**Run 1: clock nets**

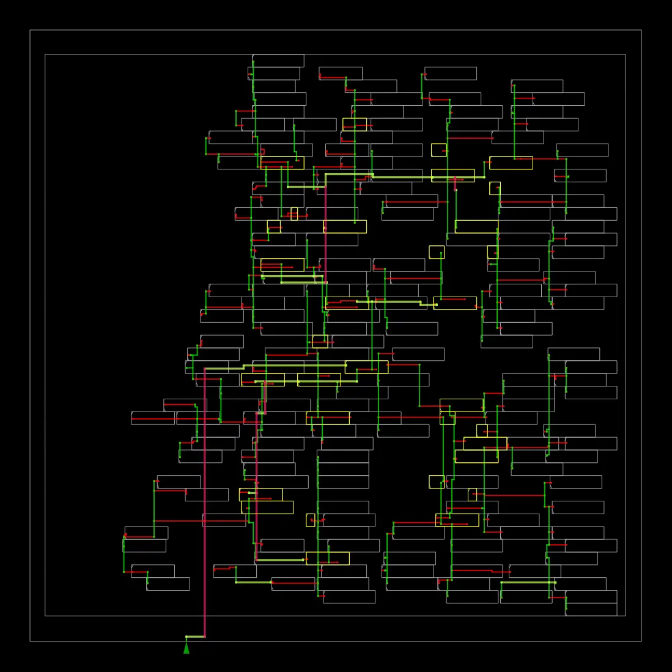
**Run 1: logic cells by family**

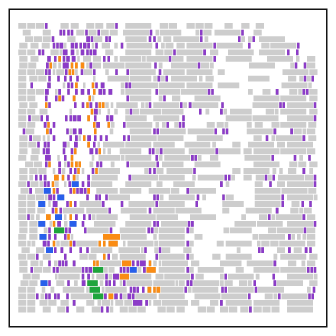
**Run 1: sizing map**

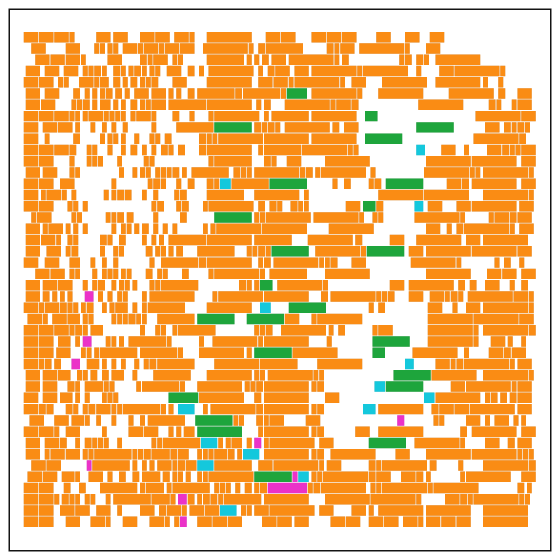
==> config.mk <==
export PLATFORM = sky130hd
export DESIGN_NAME = instr_fetch_unit
export DESIGN_NICKNAME = d
export VERILOG_FILES = /design/src/rtl/instr_fetch_unit.sv
export SDC_FILE = /design/constraint.sdc
export NUM_CORES = 1
export LEC_CHECK = 0
export ABC_AREA = 1
export CORE_MARGIN = 3
export CORE_UTILIZATION = 51
export DETAILED_ROUTE_END_ITERATION = 16
export MAX_ROUTING_LAYER = met4
export PLACE_DENSITY = 0.88
export SYNTH_ARGS = -nofsm -noshare
export SYNTH_HDL_FRONTEND = slang
export SYNTH_SLANG_ARGS = --single-unit
==> constraint.sdc <==
create_clock -name clk -period 6.2 [get_ports clk]
set_input_delay 0.62 -clock clk [delete_from_list [all_inputs] [get_ports clk]]
set_output_delay 0.62 -clock clk [all_outputs]
set_load 0.02 [all_outputs]
==> flow_metrics.env <==
# flow metrics
export IMPL_dieHeight_um=130
export IMPL_grt_usage_pct=24.9
export IMPL_fin_crit_sh_pct=61.5
export IMPL_post_cts_buffers=0
export IMPL_edf_count=128
export IMPL_p_clk_share_pct=23.0
export IMPL_placed_cell_area_sq_mm=0.0101
export IMPL_finalSetupViolCount=0
export IMPL_synthAoiAreaFrac_pct=7.17
export IMPL_whs_ns=0.322
export IMPL_synth_distinct_cells=28
export IMPL_grt_pass1_vias=6361
export IMPL_synth_warnings=0
export IMPL_fp_utilization_pct=53.2
export IMPL_yosys_area_share_xor_xnor_pct=1.22
export IMPL_synth_top_cell_area_share_pct=48.8
export IMPL_largest_cell_class="flip-flops and latches"
export IMPL_gp_congestion=0.965
export IMPL_fin_util_pct=72.1
export IMPL_clk_pin_slew_ns=0.06
export IMPL_drv_cap=0
export IMPL_swShare_pct=37.5
export IMPL_setup_tns_ns=0
export IMPL_fmax_ghz=0.262
export IMPL_antenna_found_initial=0
export IMPL_post_place_cells=1207
export IMPL_yosysMostFrequentCell="nand2_1"
export IMPL_warnings=29
export IMPL_top_logic_kind="simple AND/OR/NAND/NOR gates"
export IMPL_taps=184
export IMPL_ys_ff=167
export IMPL_core_area_sq_mm=0.0148
export IMPL_synthMuxAreaShare_pct=0
export IMPL_path_class="input port to output pin"
export IMPL_cts_sinks=167
export IMPL_floorplan_nets=959
export IMPL_n_all_inverters=48
export IMPL_viasPerCell=5.25
export IMPL_cts_tree="built"
export IMPL_hold_buffers=0
export IMPL_fp_row_count=44
export IMPL_dp_hpwl_mm=14.5
export IMPL_leakage_nw=4.23
export IMPL_seqPwrFrac_pct=34.9
export IMPL_layout_clock_cell_area_share_pct=5.41
export IMPL_seq_area_share_pct=45.1
export IMPL_vdd_drop_max_mv=0.313
export IMPL_arrival_ns=3.19
export IMPL_comb_power_share_pct=42.1
export IMPL_die_area_sq_mm=0.0170
export IMPL_mappedNetlistArea_sq_mm=0.00788
export IMPL_power_clock_mw=1.01
export IMPL_top_cells_by_area="edfxtp_1 49%, nand2_1 16%, dfrtp_1 12%"
export IMPL_max_slew_margin_pct=23.5
export IMPL_netSwitchingPower_mw=1.65
export IMPL_cts_resized=0
export IMPL_ioPinCount=233
export IMPL_synth_largest_area_cell="edfxtp_1"
export IMPL_async_reset_ff_share_pct=23.4
export IMPL_firstDrtPassIters=6
export IMPL_drc_errors=0
export IMPL_required_ns=5.58
export IMPL_p_int_mw=2.74
export IMPL_drt_iter0_markers=416
export IMPL_crit_path_start_kind="input port"
export IMPL_layout_min_cycle_time_ns=3.81
export IMPL_rsz0062_at_grt="no"
export IMPL_power_top_group="combinational logic"
export IMPL_comb_area_sq_mm=0.00252
export IMPL_pg_seq_mw=1.53
export IMPL_htreeDepth=4
export IMPL_grt_overflow_total=0
export IMPL_finalPower_mw=4.39
export IMPL_power_density_mw_per_mm2=411
export IMPL_place_ws_ns=2.41
export IMPL_lay_top_cells="336 x nand2_1, 231 x clkdlybuf4s50_1, 128 x edfxtp_1"
export IMPL_status="finished clean"
export IMPL_die_x_um=130
export IMPL_ant_nets=0
export IMPL_adder_share_pct=0.794
export IMPL_ff2ff_setup_slack_ns=3.46
export IMPL_final_hold_viol_count=0
export IMPL_clk_path_buf_depth=2
export IMPL_powerComb_mw=1.85
export IMPL_bufAreaShareNonClock_pct=22.0
export IMPL_syn_avg_cell_area_sq_um=9.25
export IMPL_r2r_cells=5
export IMPL_portBuffers=232
export IMPL_drive_gt1_share_pct=4.64
export IMPL_crit_fanout=12
export IMPL_synthSimpleGateAreaFrac_pct=22.5
export IMPL_grt_pass1_wl_mm=31.6
export IMPL_ys_seq_share_pct=61.1
export IMPL_regArea_sq_mm=0.00482
export IMPL_synth_cells=852
export IMPL_ctsRootBufferMaster="clkbuf_16"
export IMPL_logic_gates=572
export IMPL_synthTopCellsByCount="336 x nand2_1, 128 x edfxtp_1, 66 x a21oi_1"
export IMPL_wl_mm=20.5
export IMPL_crit_path_end_kind="output pin"
export IMPL_final_nets=1149
export IMPL_grt_max_degree=66
Back to the opening pictures, 'clock nets':
cts bufs inserted: 17
seq_cells: 167
clock latency on the worst-skew pair: 0.41 ns
Clock buffer cells: 20
Post-Route Skew: 0.00784 ns

Back to the opening pictures, 'logic cells by family':
fa/ha/maj cells: drawn in green, cells 5, most used ha_1, where lower left. xor and xnor cells: drawn in blue, cells 11, most used xor2_1. nand cells: drawn in purple, cells 379, most used nand2_1, where widely spread. nor cells: drawn in orange, cells 65, most used nor2_1.
fin cells: 1239
Comb area share: 23.6%
Top cell excl fill/tap: nand2_1

Back to the opening pictures, 'sizing map':
x3 and x4: drawn in cyan, cells 14, share 1.3%. x2: drawn in magenta, cells 10, share 0.95%. x1 and smaller: drawn in orange, cells 1006, share 95%. x6 and larger: drawn in green, cells 25, share 2.4%.
area delta synth->final: 35.4%
Non-clk bufs: 236
Setup WS post-layout: 2.39 ns
Final Instance Area: 0.0107 sq mm

run 1: critical path, cell delays in order:
cell and delay [ns]:
clkdlybuf4s50_1 0.61, ha_1 0.24, nand2_1 0.08, nor2_2 0.20, nand2_2 0.11, nor2_2 0.38
nand2_1 0.11, nand2_1 0.09, nand3_1 0.08, nand2_1 0.08, clkdlybuf4s50_1 0.60
run 1: metal layers:
| metal | track usage, % | vias to the layer above | wire, um |
|---|---|---|---|
| met2 | 41.1 | 277 | 10100 |
| met1 | 30.9 | 3036 | 8640 |
| met3 | 4.99 | 34 | 1360 |
| met4 | 8.53 | 0 | 411 |
| li1 | - | 3156 | - |
| met5 | - | - | 0 |
